==> config.mk <==
export PLATFORM = sky130hd
export DESIGN_NAME = operand_collector_flat
export DESIGN_NICKNAME = d
export VERILOG_FILES = /design/src/rtl/operand_collector_pkg.sv /design/src/rtl/operand_collector_if.sv /design/src/rtl/operand_collector_fifo.sv /design/src/rtl/operand_collector.sv /design/src/flat_wrapper.sv
export SDC_FILE = /design/constraint.sdc
export NUM_CORES = 1
export LEC_CHECK = 0
export CAP_MARGIN = 15
export CORE_AREA = 4 4 292 294
export CTS_CLUSTER_SIZE = 12
export DETAILED_ROUTE_END_ITERATION = 8
export DIE_AREA = 0 0 296 298
export PLACE_DENSITY = 0.65
export SYNTH_ARGS = -nofsm -noshare
export SYNTH_HDL_FRONTEND = slang
export SYNTH_SLANG_ARGS = --single-unit
==> constraint.sdc <==
create_clock -name clk -period 55.3 [get_ports clk]
set_input_delay 5.53 -clock clk [delete_from_list [all_inputs] [get_ports clk]]
set_output_delay 5.53 -clock clk [all_outputs]
set_load 0.05 [all_outputs]
run_1/logic_types.png
The bar under the picture is 100 µm long.
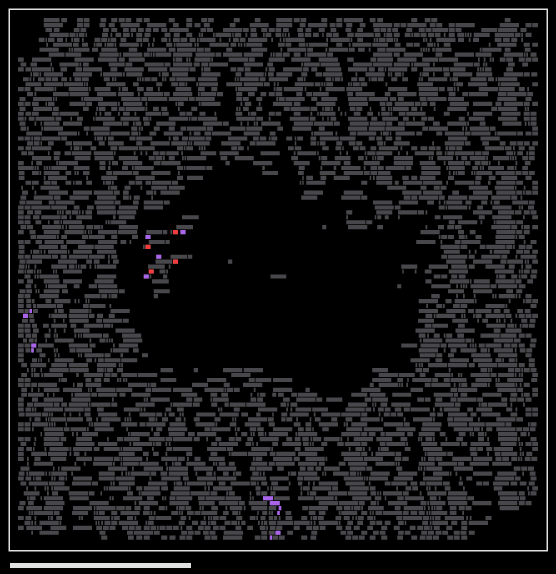
Key: aoi and oai cells = purple [cells 14]; non-inverting ao/oa cells = red [cells 4, most used a22o_1]
dominant logic cell type in the layout: clkdlybuf4s50_1
logic share of the area: 0.213
Post-Layout Cell Count: 4249

run_1/clocks.png
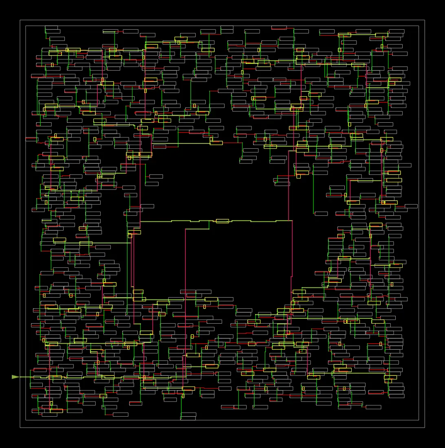
clk pwr: 553 µW
CTS sink cnt: 776

run_1/io_placement.png
Pins as bars across the die edge, other pins in gray.
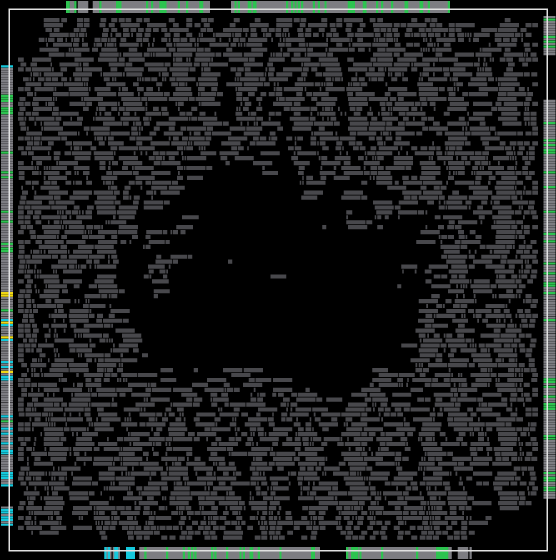
Key: bus_issue_rs1_address = yellow [pins 5, direction input, edge left]; rf_rs1 = green [pins 128, direction input, edge 46 top, 34 right, 32 bottom, 16 left]; bus_issue_immediate = cyan [pins 32, direction input, edge 23 left, 9 bottom]
Port-buffer cells: 760
DIE WIDTH: 296 µm
die height: 298 µm

run_1/wires.png
Only two layers are drawn.
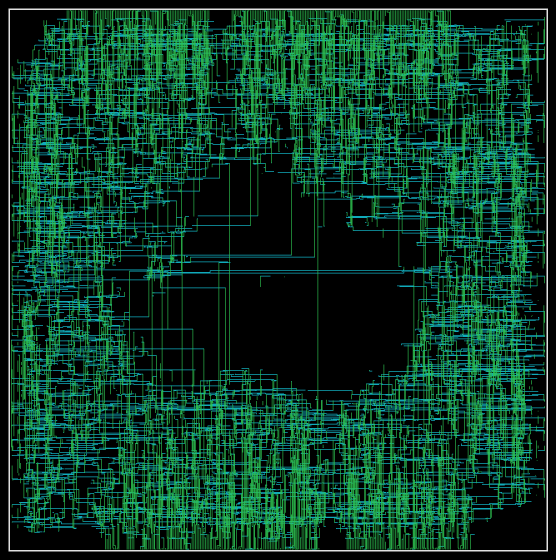
Key: metal 2 = green [wire length 50.1 mm]; metal 1 = cyan [wire length 36.7 mm]
total global-route track usage: 0.214
via count: 21300
WL per Instance: 23.0 µm

==> flow_metrics.tcl <==
# metrics dict for downstream scripts
set metrics [dict create \
    status "finished clean" \
    drt-initial-drc-count 1282 \
    fin_crit_sh 0.239 \
    post_cts_buffers 0 \
    synthTopCellsByCount "594 x edfxtp_1, 513 x nand2_1, 308 x nor2_1, 297 x mux2i_1, 256 x mux2_2" \
    maxSlewHeadroom 0.234 \
    worst_pin_slew_ns 1.15 \
    synthDominantCellAreaShare 0.551 \
    drc 0 \
    synth_stat.cells 2346 \
    use_met1 0.249 \
    ys_sh_xor 0.00351 \
    yosysMostFrequentCell "edfxtp_1" \
    grt_pass1_wl_um 142000 \
    yosysSeqAreaShare 0.691 \
    gp_congestion 0.863 \
    edf_count 594 \
    path_max_fanout 37 \
    cp_data_arrival_time_ns 7.71 \
    grt_pass1_vias 22600 \
    grt-ovfl-total 0 \
    ys_sh_mux 0.181 \
    p_leak_uw 0.0156 \
    drtAntennaViolNets 0 \
    cts_hold_buffers 0 \
    worstPathRequired_ns 49.77 \
    largest_reg_flops 594 \
    peakVddDrop_mv 0.0228 \
    rsz0062_at_grt "no" \
    setup_viol 0 \
    min-delay-path-class "reg2reg" \
    drv_cap 0 \
    yosys_warnings 0 \
    post_cts_resized 0 \
    antenna_found_initial 29 \
    area_leaders "edfxtp_1 55%, dfrtp_1 14%, mux2i_1 9.2%" \
    top_area_cell "edfxtp_1" \
    nNetsFinal 3524 \
    wirelength_um 97900 \
    yosys.area_share.aoi 0.00452 \
    cts_tree "built" \
    finClkSkew_ns 0.0364 \
    tns_ns 0 \
    power.total_uw 1400 \
    vias_per_cell 5.01 \
    clock.fmax_mhz 75.5 \
    fp_nets 2796 \
    numCtsBuffers 85 \
    end_kind "output port" \
    period_minus_slack_ns 13.24 \
    cp-start-kind "primary input" \
    cellPowerDensity_mw_per_mm2 31.9 \
    async_reset_ff_frac 0.235 \
    dp_hpwl_um 65000 \
    met2_usage 0.373 \
    rows 106 \
    slew_viol_final 0 \
    warnings 32 \
    cts.clk_slew.worst_paths_ns 0.06 \
    r2r_setup_slack_ns 51.00 \
    fp-utilization 0.391 \
    root_buffer "clkbuf_16" \
    io_pins 761 \
    hold_depth 0 \
    hold-worst-slack_ns 0.465 \
    syn_avg_cell_area_um2 13.8 \
    crit_type "in2out" \
    synth_flops 776 \
    netlist_logic_family_top "multiplexers" \
    core_area_mm2 0.0829 \
    synthCells 2346 \
    finalHoldViolations 0 \
    synth-simple-area-share 0.0978 \
    adder_share 0 \
    area_growth_pct 35.0 \
    design.die.area_mm2 0.0882 \
    synthDistinctLibCells 32 \
    reg2reg_depth 4 \
    yosys_area_mm2 0.0324 \
    netlist_area_mm2 0.0324 \
    ys.flop_type "edfxtp_1" \
    grt_busiest_layer "met2" \
    clk_latency_ns 0.62 \
    clockBufferDepth 3 \
    use_met3 0.0564 \
    grt_max_degree 148 \
    drt-pass1-iter-count 5 \
    htreeDepth 3 \
    drive_above_1_share 0.135 \
]
[run 1: logic make-up after synthesis]
family,count (synthesis)
XOR/XNOR,13
buffers and inverters,153
multiplexers,553
AND-OR/OR-AND,18
AND/OR/NAND/NOR,833
flip-flops,776
[run 1: layer usage]
| layer | wire [µm] | vias up |
|---|---|---|
| met2 | 50100 | 761 |
| met1 | 36700 | 10600 |
| met5 | 69 | - |
| met3 | 7710 | 177 |
| li1 | - | 9729 |
| met4 | 3370 | 10 |
[run 1: cell usage in the layout, fill, tap and decap left out, drive strengths merged, types with 4 or more instances in the layout]
cell type and n:
nand2 513, a22o 4, mux2i 297, clkbuf 129, clkinv 20, o2bb2ai 4, o21ai 5, diode 24
buf 30, xnor2 10, nor2 308, dfrtp 182, edfxtp 594, clkdlybuf4s50 759, mux2 256, inv 8
[run 1: through the flow]
step	utilization	worst slack, ns	cells	area, µm²
floorplan	-	26.89	2346	32400
finish	0.528	42.06	4249	43700
global route	0.528	41.96	4243	43700
global placement	0.494	42.08	4066	40900
CTS	0.527	42.03	4225	43700
detailed placement	0.494	42.04	4067	40900
[run 1: layout make-up]
type	count	area (µm²)
multi-input cells	1417	9310
inverters	5	23.8
well taps	1080	1350
repair buffers	789	7850
clock buffers	129	2450
flip-flops and latches	776	22400
fillers	6889	39100
diodes	24	60.1
clock inverters	29	293
[run 1: critical path, cell delays in order]
cell and delay [ns]:
clkdlybuf4s50_1 0.56, nor2b_1 0.29, o21ai_4 0.13, inv_6 0.30, clkdlybuf4s50_1 0.89
[run 1: power breakdown]
part / leakage (µW) / internal [µW] / switching [µW]
clock network: 0.00134 / 323 / 230
registers: 0.00766 / 659 / 17.0
logic: 0.00664 / 71.2 / 97.5
total: 0.0156 / 1050 / 345
Power figures rest on the tool's default switching activity, not on a simulated workload.
